## src/rtl/ram_access_arbiter.sv

```systemverilog
// Shares one RAM port between fetch and load/store requesters; checks alignment, extends loads, aborts hung accesses.
// Latency: req sampled at edge N -> gnt/ram_en during N+1 -> done one cycle after MFC (misaligned/illegal: done during N+1).
// Backpressure: requests wait while busy; optional round-robin tie-break via `define ARB_ROUND_ROBIN_EN.
module ram_access_arbiter #(
    parameter int ADDR_W  = 9,
    parameter int TIMEOUT = 15
) (
    input  logic              Clk,
    input  logic              RESET,
    input  logic              if_req,
    input  logic [ADDR_W-1:0] if_addr,
    output logic              if_gnt,
    output logic              if_done,
    output logic              if_err,
    output logic [31:0]       if_rdata,
    input  logic              d_req,
    input  logic              d_we,
    input  logic [1:0]        d_size,
    input  logic              d_signed,
    input  logic [ADDR_W-1:0] d_addr,
    input  logic [31:0]       d_wdata,
    output logic              d_gnt,
    output logic              d_done,
    output logic              d_err,
    output logic [31:0]       d_rdata,
    output logic              ram_en,
    output logic [5:0]        ram_opcode,
    output logic [ADDR_W-1:0] ram_addr,
    output logic [31:0]       ram_wdata,
    input  logic [31:0]       ram_rdata,
    input  logic              ram_mfc
);

    typedef enum logic [1:0] {IDLE, ISSUE, WAIT_MFC, DONE} state_t;

    state_t            state, state_nxt;
    logic              own_d;
    logic              op_we;
    logic              op_sgn;
    logic [1:0]        op_size;
    logic [ADDR_W-1:0] op_addr;
    logic [31:0]       op_wdata;
    logic              err_q;
    logic [7:0]        cnt;
    logic              pick_d;
    logic              pick_any;
    logic              pick_bad;
    logic              timeout_hit;
    logic [31:0]       ext_rdata;

`ifdef ARB_ROUND_ROBIN_EN
    logic              last_d;
    // On a tie, the requester that did not win last time goes first.
    assign pick_d = d_req && (!if_req || !last_d);
`else
    assign pick_d = d_req;
`endif

    assign pick_any    = d_req || if_req;
    assign pick_bad    = pick_d ? ((d_size == 2'b11) ||
                                   (d_size == 2'b01 && d_addr[0]) ||
                                   (d_size == 2'b10 && d_addr[1:0] != 2'b00))
                                : (if_addr[1:0] != 2'b00);
    assign timeout_hit = (cnt == 8'(TIMEOUT - 1));

    always_comb begin
        ext_rdata = ram_rdata;
        case (op_size)
            2'b00:   ext_rdata = {{24{op_sgn & ram_rdata[7]}}, ram_rdata[7:0]};
            2'b01:   ext_rdata = {{16{op_sgn & ram_rdata[15]}}, ram_rdata[15:0]};
            default: ext_rdata = ram_rdata;
        endcase
    end

    always_ff @(posedge Clk) begin
        if (RESET) state <= IDLE;
        else       state <= state_nxt;
    end

    always_comb begin
        state_nxt = state;
        case (state)
            IDLE:     if (pick_any) state_nxt = pick_bad ? DONE : ISSUE;
            ISSUE:    state_nxt = ram_mfc ? DONE : WAIT_MFC;
            WAIT_MFC: if (ram_mfc || timeout_hit) state_nxt = DONE;
            DONE:     state_nxt = IDLE;
            default:  state_nxt = IDLE;
        endcase
    end

    always_comb begin
        ram_en     = (state == ISSUE) || (state == WAIT_MFC);
        if_gnt     = (state == ISSUE) && !own_d;
        d_gnt      = (state == ISSUE) && own_d;
        if_done    = (state == DONE) && !own_d;
        d_done     = (state == DONE) && own_d;
        if_err     = if_done && err_q;
        d_err      = d_done && err_q;
        ram_opcode = ram_en ? {2'b00, op_sgn, op_we, op_size} : 6'd0;
        ram_addr   = ram_en ? op_addr : '0;
        ram_wdata  = (ram_en && op_we) ? op_wdata : 32'd0;
    end

    always_ff @(posedge Clk) begin
        if (RESET) begin
            own_d    <= 1'b0;
            op_we    <= 1'b0;
            op_sgn   <= 1'b0;
            op_size  <= 2'b00;
            op_addr  <= '0;
            op_wdata <= 32'd0;
            err_q    <= 1'b0;
            cnt      <= 8'd0;
            if_rdata <= 32'd0;
            d_rdata  <= 32'd0;
`ifdef ARB_ROUND_ROBIN_EN
            last_d   <= 1'b1;
`endif
        end else begin
            case (state)
                IDLE: begin
                    if (pick_any) begin
                        own_d <= pick_d;
                        err_q <= pick_bad;
`ifdef ARB_ROUND_ROBIN_EN
                        last_d <= pick_d;
`endif
                        if (pick_d) begin
                            op_we    <= d_we;
                            op_sgn   <= d_signed;
                            op_size  <= d_size;
                            op_addr  <= d_addr;
                            op_wdata <= d_wdata;
                        end else begin
                            // A fetch looks like an unsigned word load on the RAM opcode.
                            op_we    <= 1'b0;
                            op_sgn   <= 1'b0;
                            op_size  <= 2'b10;
                            op_addr  <= if_addr;
                            op_wdata <= 32'd0;
                        end
                    end
                end
                ISSUE, WAIT_MFC: begin
                    if (ram_mfc) begin
                        if (!own_d)     if_rdata <= ram_rdata;
                        else if (!op_we) d_rdata <= ext_rdata;
                    end else if (state == ISSUE) begin
                        cnt <= 8'd0;
                    end else if (timeout_hit) begin
                        err_q <= 1'b1;
                    end else begin
                        cnt <= cnt + 8'd1;
                    end
                end
                default: ;
            endcase
        end
    end

endmodule

```

## config.mk

```make
export PLATFORM = sky130hd
export DESIGN_NAME = ram_access_arbiter
export DESIGN_NICKNAME = d
export VERILOG_FILES = /design/src/rtl/ram_access_arbiter.sv
export SDC_FILE = /design/constraint.sdc
export NUM_CORES = 1
export LEC_CHECK = 0
export CAP_MARGIN = 10
export CORE_ASPECT_RATIO = 0.9
export CORE_MARGIN = 2
export CORE_UTILIZATION = 25
export CTS_CLUSTER_SIZE = 8
export DETAILED_ROUTE_END_ITERATION = 10
export PLACE_DENSITY = 0.47
export SLEW_MARGIN = 5
export SYNTH_ARGS = -nofsm -noshare
export SYNTH_HDL_FRONTEND = slang
export SYNTH_SLANG_ARGS = --single-unit
```

## constraint.sdc

```tcl
create_clock -name Clk -period 2.62 [get_ports Clk]
set_input_delay 0.393 -clock Clk [delete_from_list [all_inputs] [get_ports Clk]]
set_output_delay 0.393 -clock Clk [all_outputs]
set_load 0.05 [all_outputs]
```

Figure 1. Power grid (run 1).
(3 px per um) Pins as bars on the die edge.
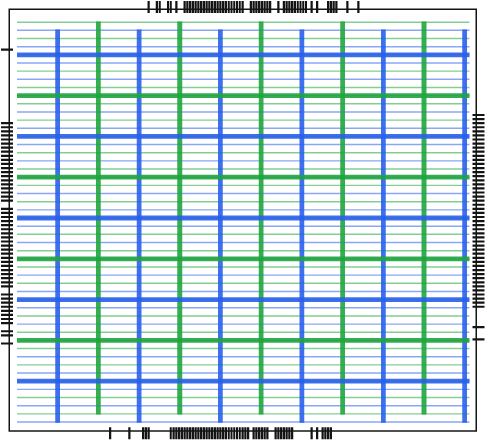
- VDD: green
- VSS: blue
- met5 straps: 9
- met4 straps: 11

Figure 2. Close-up of the layout (run 1).
Window x 53 to 103, y 73 to 123 um. Cells in grey, sequential cells in the stronger grey; small squares are vias.
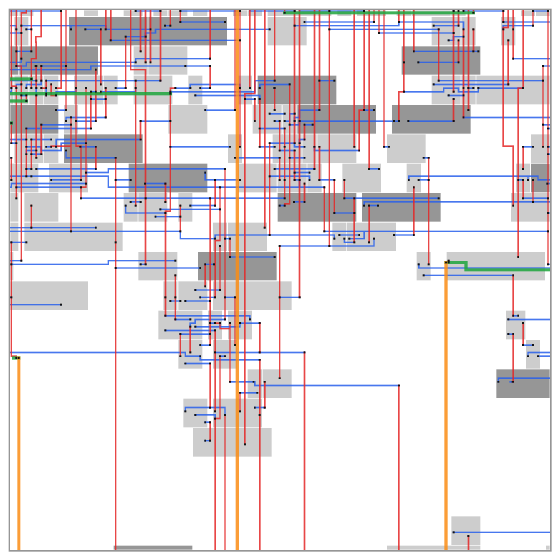
- metal 4: orange
- metal 1: blue
- metal 2: red
- metal 3: green
- cells with their middle in the window: 82
- sequential cells in the window: 14
- most frequent: nand2_1 (15), dfxtp_1 (14)
- netlist names of flops here include: d_rdata (11), if_rdata (3)

==> results.txt, run 1 <==
fresh numbers from the pnr run: status complete, no violations, via count 5,090, Num Clock Sinks 121, Top cell area share 0.471, Hold Path Stages 2, Synth Seq Share 0.471, met1 Use GR 0.210, Init Core Util 0.256, Post-Synth Simple-Gate Area 0.270, post-route minimum period 2.46 ns, Inverters 4, Final Slew Violations 0, slowest CP cell ha_2, Worst Reg2Reg Path Length in Cells 6, first-pass GRT wire length 27,300 um, fillers 1,980, Worst path max stage delay 0.46 ns, slew at the pin closest to its max-slew limit 0.771 ns, most frequent cells in the layout clkdlybuf4s50_1 (155), nand2_1 (145), dfxtp_1 (121), met3 wire len 1350 um, leakage 3.28 nW, tap cells 255, TNS Setup 0 ns, Max Used Layer met5, Crit path buffers/inverters 3, total power 0.00833 W, worst setup margin 0.158 ns, top flop regs d_rdata (32), if_rdata (32), op_wdata (32), Worst setup EP type output port, final WL 17,500 um, drt first pass iters 4, Multi-Input Combinational 453, final worst-path cycle share 0.940, Yosys reg bits 121, Routability Congestion 0.804, yosys aoi share 0.165, CTS H-Tree Depth 4, CP top delay family buffers and inverters, CTS Buffer Depth 2, P&R area growth vs syn 65.2%, wire length on met2 8090 um, clk_buf instances 18, top cells, area dfxtp_1 (47%), nand2_1 (11%), a21oi_1 (7.7%), a211oi_1 (4.7%), and3_1 (4.3%), xor+xnor area frac 0.00852, hpwl dp 12,300 um, Critical Path Start Type register, yosys cell count 629, M3 GR Usage 0.0532, GR peak layer met2, Starting DRT DRC Count 212, met1 WL 7900 um, logic area 2490 um2, clk cell area share 0.0711, layout cells sized above 1 0.137, RSZ-0062 raised after global routing no, dominant kind of cell buffers, Post-DRT Antenna Nets 0, # Post-CTS Setup Buffers 0, crit-path max FO 32, Global Route Usage Sum 0.159, DRC 0, bufs w/o clock 220, yosys stat chip area 5140 um2, Worst path depth 5, asr flop ratio synth 0, most frequent cell after synthesis nand2_1, worst hold-check path type register to register, largest net degree at the start of global routing 66, storage element area 2420 um2, Clock transition at path regs 0.05 ns
Figure 3. Placement view (run 1).
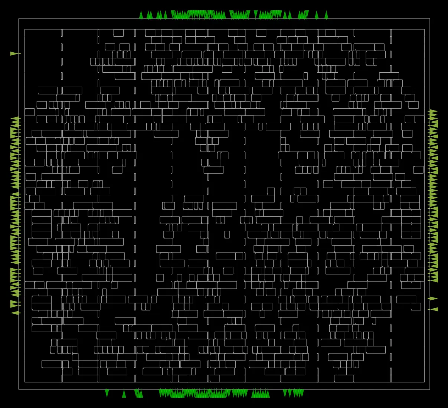
flip-flops: 121
Core Box Area: 20,100 um2
# rows: 49
post-route core utilization: 0.422

Figure 4. Signal metal coverage by tile (run 1).
(2 px per um) 31 x 28 tiles, from dark purple (low) to yellow (high), scaled to the fullest tile. Values are wire area over tile area, all layers added.
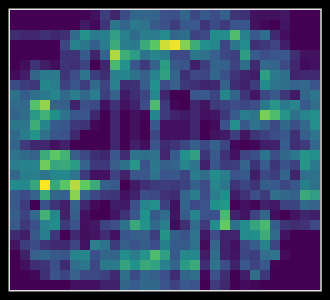
- mean over tiles: 0.13
- nearly empty tiles: 13%
- tiles over half the peak: 8.3%
- fullest tile: 0.53

## run 1: path summary, 6_finish.rpt
kind	startpoint	to	slack, ns
setup reg to reg	state[1]$_SDFFE_PP0P_	d_rdata[11]$_SDFFE_PP0P_	0.33
hold / removal	op_wdata[21]$_SDFFE_PP0P_	op_wdata[21]$_SDFFE_PP0P_	0.45
setup / recovery	state[1]$_SDFFE_PP0P_	ram_wdata[1]	0.16
hold reg to reg	op_wdata[21]$_SDFFE_PP0P_	op_wdata[21]$_SDFFE_PP0P_	0.45
## run 1: through the flow
| step | cells | utilization | hold slack, ns | area [um2] |
|---|---|---|---|---|
| 2_1_floorplan | 630 | - | 0.427 | 5150 |
| 3_3_place_gp | 1053 | 0.392 | 0.436 | 7870 |
| 3_5_place_dp | 1053 | 0.392 | 0.440 | 7870 |
| 4_1_cts | 1085 | 0.422 | 0.448 | 8480 |
| 5_1_grt | 1085 | 0.422 | 0.463 | 8490 |
| 6_report | 1086 | 0.422 | 0.446 | 8490 |
## run 1: kinds of logic after synthesis
| kind of cell | Yosys count |
|---|---|
| XOR/XNOR | 5 |
| flip-flops | 121 |
| AND-OR/OR-AND | 133 |
| other | 1 |
| buffers and inverters | 56 |
| adder cells (fa/ha/maj) | 7 |
| multiplexers | 10 |
| AND/OR/NAND/NOR | 296 |
## run 1: where the power goes
part           internal, W  total [W]  switching, W  leakage, nW
logic              0.00126    0.00350       0.00225         2.00
clock network      0.00150    0.00239      0.000887        0.286
registers          0.00221    0.00244      0.000235        0.986
## run 1: timing repair
action | in CTS | in global routing
endpoints found under the setup margin | 9 | 7
resized | 1 | 4
hold buffers | 0 | 0
pin swaps | 0 | 0
==> run 2, diff against run 1 <==
--- a/config.mk
+++ b/config.mk
@@ -5,14 +5,15 @@
 export SDC_FILE = /design/constraint.sdc
 export NUM_CORES = 1
 export LEC_CHECK = 0
+export ABC_AREA = 1
 export CAP_MARGIN = 10
 export CORE_ASPECT_RATIO = 0.9
 export CORE_MARGIN = 2
 export CORE_UTILIZATION = 25
+export CTS_BUF_LIST = sky130_fd_sc_hd__clkbuf_8
 export CTS_CLUSTER_SIZE = 8
 export DETAILED_ROUTE_END_ITERATION = 10
 export PLACE_DENSITY = 0.47
-export SLEW_MARGIN = 5
 export SYNTH_ARGS = -nofsm -noshare
 export SYNTH_HDL_FRONTEND = slang
 export SYNTH_SLANG_ARGS = --single-unit
==> results.txt, run 2 <==
fresh numbers from the pnr run: Worst path max stage delay 0.81 ns (+0.35 ns), GR peak layer met1, Clock transition at path regs 0.08 ns (+0.03 ns), met1 Use GR 0.227 (+0.0171), CTS Buffer Depth 2 (unchanged), Global Route Usage Sum 0.158 (-0.00110), NetSw 0.00367 W (+9.1%), yosys stat chip area 5130 um2 (-0.19%), Init Core Util 0.256 (+0.000283), R2R setup slack 0.49 ns (+0.16 ns), sequential cell power 0.00250 W (+2%), top cells, area dfxtp_1 (47%), nand2_1 (12%), nor2_1 (10%), o21ai_0 (7.6%), a21oi_1 (7.4%), Cell Area, Synth 5130 um2, Sw Share 0.433 (+0.0284), yosys cell count 739 (+17%), worst setup margin 0.183 ns (+0.0241 ns), RSZ-0062 raised after global routing no, wire length on met2 7370 um (-8.9%), dpl cells 1,168 (+11%), total power 0.00849 W (+1.9%), final WL 17,400 um (-0.39%), worst hold-check path type primary input to register, CP top delay family buffers and inverters, P_int 0.00482 W (-2.9%), slowest CP cell clkdlybuf4s50_1, DRC 0 (unchanged), most frequent cell after synthesis nand2_1, drt first pass iters 4 (unchanged), first-pass GRT wire length 27,100 um (-1.1%), most frequent cells in the layout nand2_1 (165), clkdlybuf4s50_1 (157), nor2_1 (137), Yosys reg bits 121 (unchanged), Post-DRT Antenna Nets 0 (unchanged), WHS Endpoint err_q$_SDFFE_PP0P_, Critical R2R Launch state[1]$_SDFFE_PP0P_, TNS Setup 0 ns (unchanged), power share of the clock group 0.239 (-0.048), via count 5,189 (+1.9%), slew at the pin closest to its max-slew limit 0.639 ns (-0.132 ns), top flop regs d_rdata (32), if_rdata (32), op_wdata (32), Worst setup EP type output port, Worst Reg2Reg Path Length in Cells 7 (+1), met3 wire len 1210 um (-11%), Flop pwr share 0.294 (about the same), Final Slew Violations 0 (unchanged), status complete, no violations, # rows 49 (unchanged), asr flop ratio synth 0 (unchanged), layout cells sized above 1 0.108 (-0.0294), Synth Seq Share 0.472 (+0.000919), Critical Path Start Type register, Routability Congestion 0.737 (-8.3%), leakage 3.39 nW (+3.4%), met1 WL 8660 um (+9.7%), # Post-CTS Setup Buffers 0 (unchanged), post-cts hold buffer count 0 (unchanged), Crit path buffers/inverters 1 (-2), crit-path max FO 6 (-81%), hpwl dp 12,000 um (-2.8%), placed cell area 7930 um2 (+0.65%), comb pwr 0.00396 W (+13%), hold_sp RESET, Top pwr grp combinational cells, finished layout cell area 8410 um2 (-1.0%), Starting DRT DRC Count 275 (+30%), P&R area growth vs syn 63.8%, final worst-path cycle share 0.930 (-0.00920)
==> run 2: netlist changes by cell type in the layout (fill, tap and decap cells not counted), sizes merged, moves of 23 or more <==
| cell | previous run | this run |
|---|---|---|
| and3 | 35 | 0 |
| nand3 | 36 | 13 |
| o21ai | 4 | 78 |
| inv | 5 | 76 |
| a211oi | 34 | 0 |
| nor2 | 45 | 138 |
==> run 2: cell type report <==
type / instances / area, um2 / share of cell area
Inverter: 74 / 278 / 0.0330
Tap cell: 255 / 319 / 0.0379
Multi-Input combinational cell: 500 / 2260 / 0.268
Timing Repair Buffer: 218 / 2660 / 0.316
Clock inverter: 13 / 214 / 0.0254
Sequential cell: 121 / 2420 / 0.288
Clock buffer: 19 / 262 / 0.0311
==> run 2: how the worst max path moves through the flow <==
| stage | cells past startpoint | startpoint | slack (ns) | endpoint |
|---|---|---|---|---|
| 6_report | 4 | state[0]$_SDFFE_PP0P_ | 0.18 | d_err |
| 5_1_grt | 4 | state[0]$_SDFFE_PP0P_ | 0.03 | d_err |
| 4_1_cts | 4 | state[0]$_SDFFE_PP0P_ | 0.04 | if_err |
| 3_5_place_dp | 7 | state[0]$_SDFFE_PP0P_ | 0.34 | d_rdata[23]$_SDFFE_PP0P_ |
| 3_3_place_gp | 6 | d_req | 0.41 | op_sgn$_SDFFE_PP0P_ |
| 2_1_floorplan | 6 | state[0]$_SDFFE_PP0P_ | -0.17 | ram_wdata[22] |
==> run 2: cells by family (layout without fill, tap and decap cells) <==
family,Yosys count,count (layout),share of synthesized area
adder cells (fa/ha/maj),7,7,0.0171
AND-OR/OR-AND,166,166,0.169
buffers and inverters,119,324,0.0929
flip-flops,121,121,0.472
AND/OR/NAND/NOR,323,323,0.245
XOR/XNOR,2,2,0.00341
other,1,2,0.000731
Figure 5. Placement view (run 2).
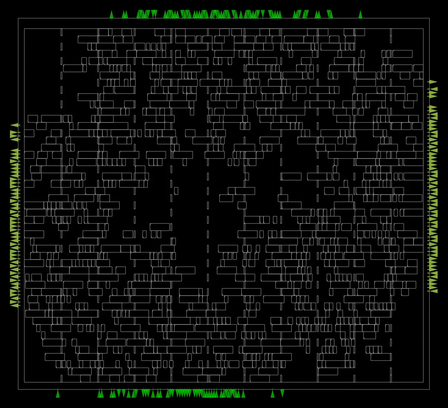
tap cells: 255
post-route core utilization: 0.419
flop share of the area: 0.288
Core Box Area: 20,000 um2
Non-Filler Instances: 1,200

Figure 6. Cells by drive strength (run 2).
(2 px per um)
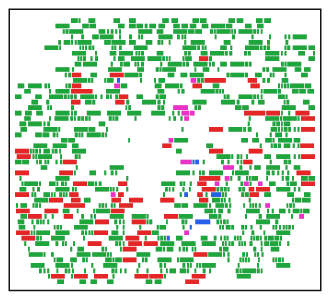
- _2 cells: blue (cells 8; share 0.85%)
- _3 and _4 cells: magenta (cells 17; share 1.8%)
- _6 and larger: red (cells 77; share 8.1%)
- _0 and _1 cells: green (cells 843; share 89%)

Figure 7. Power grid (run 2).
(3 px per um) Pins as bars on the die edge.
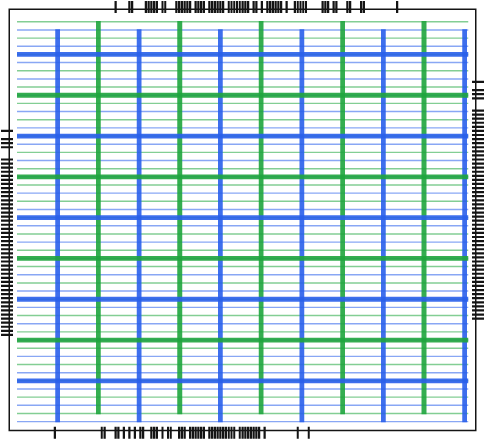
die width: 155 um
Peak VDD IR: 456 uV
Die Y: 140 um

==> run 3, diff against run 2 <==
--- a/config.mk
+++ b/config.mk
@@ -7,13 +7,15 @@
 export LEC_CHECK = 0
 export ABC_AREA = 1
 export CAP_MARGIN = 10
+export CELL_PAD_IN_SITES_DETAIL_PLACEMENT = 0
+export CELL_PAD_IN_SITES_GLOBAL_PLACEMENT = 2
 export CORE_ASPECT_RATIO = 0.9
 export CORE_MARGIN = 2
 export CORE_UTILIZATION = 25
 export CTS_BUF_LIST = sky130_fd_sc_hd__clkbuf_8
 export CTS_CLUSTER_SIZE = 8
 export DETAILED_ROUTE_END_ITERATION = 10
-export PLACE_DENSITY = 0.47
+export PLACE_DENSITY = 0.84
 export SYNTH_ARGS = -nofsm -noshare
 export SYNTH_HDL_FRONTEND = slang
 export SYNTH_SLANG_ARGS = --single-unit
==> constraint.sdc (replaced) <==
create_clock -name Clk -period 2.9 [get_ports Clk]
set_input_delay 0.435 -clock Clk [delete_from_list [all_inputs] [get_ports Clk]]
set_output_delay 0.435 -clock Clk [all_outputs]
set_load 0.05 [all_outputs]
==> results.txt, run 3 <==
fresh numbers from the pnr run: status complete, no violations, final WL 17,200 um (-1.4%), Inverters 74 (unchanged), Synth Seq Share 0.472 (unchanged), Yosys reg bits 121 (unchanged), tap cells 255 (unchanged), P&R area growth vs syn 58.5%, Cell Area, Synth 5130 um2 (unchanged), dominant kind of cell buffers, Top Ports 209, Comb/total area 0.276 (+0.00746), logic area 2240 um2 (-0.55%), die width 155 um (unchanged), worst hold-check path type register to register, DRC 0 (unchanged), clk_buf instances 18 (-1), final worst-path cycle share 0.894, critical path class register to output port, # rows 49 (unchanged), met1 WL 8050 um (-7.0%), Init Core Util 0.256 (unchanged), first-pass GRT wire length 27,300 um (+1.1%), bufs w/o clock 218 (unchanged), initial antenna violation count 0, via count 5,171 (-0.35%), hpwl dp 11,800 um (-1.8%), CTS Buffer Depth 2 (unchanged), most frequent cell after synthesis nand2_1, RSZ-0062 raised after global routing no, cell type with the largest total area dfxtp_1, Starting DRT DRC Count 222 (-19%), wire length on met2 7490 um (+1.6%), slowest CP cell clkdlybuf4s50_1, CP top delay family buffers and inverters, Crit path buffers/inverters 3 (+2), fillers 2,049, storage element area 2420 um2 (about the same), Core Box Area 20,000 um2 (unchanged), clk cell area share 0.0512 (-0.00533), Peak VDD IR 399 uV (-13%), top cells, area dfxtp_1 (47%), nand2_1 (12%), nor2_1 (10%), o21ai_0 (7.6%), a21oi_1 (7.4%), dpl cells 1,168 (unchanged), Die Y 140 um (unchanged), Worst Reg2Reg Path Length in Cells 7 (unchanged), TNS Setup 0 ns (unchanged), yosys stat chip area 5130 um2 (unchanged), yosys cell count 739 (unchanged), Worst setup EP type output port, # Post-CTS Setup Buffers 0 (unchanged), leakage 3.28 nW (-3.3%), most frequent cells in the layout nand2_1 (166), clkdlybuf4s50_1 (159), nor2_1 (137), top flop regs d_rdata (32), if_rdata (32), op_wdata (32), hold_sp op_wdata[26]$_SDFFE_PP0P_, R2R setup slack 0.72 ns (+0.23 ns), layout cells sized above 1 0.103 (-0.00518), Log Warnings 31, Worst path max stage delay 0.81 ns (about the same), crit-path max FO 5 (-1), Post-DRT Antenna Nets 0 (unchanged), Critical Path Start Type register, flip-flops 121 (unchanged), Final Slew Violations 0 (unchanged), Multi-Input Combinational 500 (unchanged), slew at the pin closest to its max-slew limit 0.559 ns (-0.0800 ns), Global Route Usage Sum 0.159 (+0.000781), Routability Congestion 0.797 (+8.2%), asr flop ratio synth 0 (unchanged), non-clock buffer share of cell area 0.302 (-0.0140), Critical R2R Launch state[0]$_SDFFE_PP0P_, met1 Use GR 0.210 (-0.0170), Non-Filler Instances 1,199 (-0.083%), met3 wire len 1390 um (+15%), setup violators final 0, drt first pass iters 4 (unchanged), Clock transition at path regs 0.07 ns (about the same), WHS Endpoint op_wdata[26]$_SDFFE_PP0P_, flop share of the area 0.298 (+0.00951), GR peak layer met2, post-cts hold buffer count 0 (unchanged)
==> run 3: worst max path at each step <==
| stage | start | end | slack [ns] | cells past startpoint |
|---|---|---|---|---|
| 2_1_floorplan | state[0]$_SDFFE_PP0P_ | ram_wdata[22] | 0.06 | 6 |
| 3_3_place_gp | ram_mfc | d_rdata[1]$_SDFFE_PP0P_ | 0.71 | 7 |
| 3_5_place_dp | ram_mfc | d_rdata[19]$_SDFFE_PP0P_ | 0.67 | 6 |
| 4_1_cts | state[1]$_SDFFE_PP0P_ | if_gnt | 0.26 | 5 |
| 5_1_grt | state[0]$_SDFFE_PP0P_ | if_err | 0.13 | 4 |
| 6_report | state[1]$_SDFFE_PP0P_ | if_gnt | 0.31 | 5 |
==> run 3: report_power, final <==
group / switching (W) / internal, W
registers: 0.000209 / 0.00205
clock network: 0.000737 / 0.000875
logic: 0.00230 / 0.00103
==> run 3: stage by stage <==
step                hold WS (ns)   util  worst slack (ns)  cell area, um2  power [W]
finish                     0.461  0.406             0.307            8140    0.00720
detailed placement         0.455  0.385             0.666            7720    0.00567
CTS                        0.465  0.406             0.265            8140    0.00732
global route               0.475  0.406             0.134            8140    0.00767
global placement           0.449  0.385             0.710            7720    0.00568
floorplan                  0.440      -            0.0647            5140    0.00447
==> run 3: logic make-up after synthesis <==
kind of cell | count (synthesis) | synth area share
AND-OR/OR-AND | 166 | 0.169
buffers and inverters | 119 | 0.0929
flip-flops | 121 | 0.472
adder cells (fa/ha/maj) | 7 | 0.0171
AND/OR/NAND/NOR | 323 | 0.245
XOR/XNOR | 2 | 0.00341
other | 1 | 0.000731
==> run 3: worst reg2reg max path: cells and delay by family (launching register included) <==
family	cells	cell delay (ns)
buffers and inverters	1	0.11
DFF	1	0.43
adders and majority gates	1	0.38
and+or+nand+nor	3	0.53
AOI/OAI and AO/OA	2	0.58
Figure 8. Cells by drive strength (run 3).
(2 px per um)
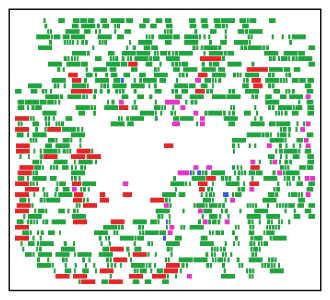
- _3 and _4 cells: magenta (cells 34; share 3.6%)
- _0 and _1 cells: green (cells 847; share 90%)
- _6 and larger: red (cells 57; share 6.0%)
- _2 cells: blue (cells 6; share 0.64%)

Figure 9. Power grid (run 3).
(3 px per um) Pins as bars on the die edge.
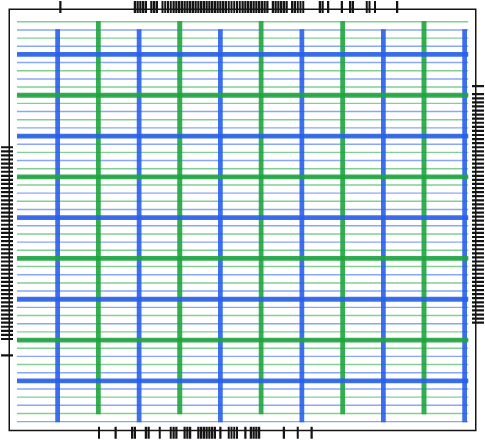
- VSS: blue
- VDD: green
- met1 rails: 50
- rows: 49
- met4 straps: 11

Figure 10. Signal metal coverage by tile (run 3).
(2 px per um) 31 x 28 tiles, from dark purple (low) to yellow (high), scaled to the fullest tile. Values are wire area over tile area, all layers added.
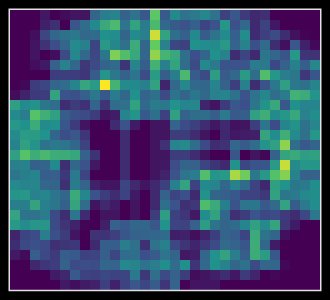
- fullest tile: 0.46
- nearly empty tiles: 14%
- densest ninth of the die: top middle
- tiles over half the peak: 14%
- mean over tiles: 0.13

Power figures rest on the tool's default switching activity, not on a simulated workload.
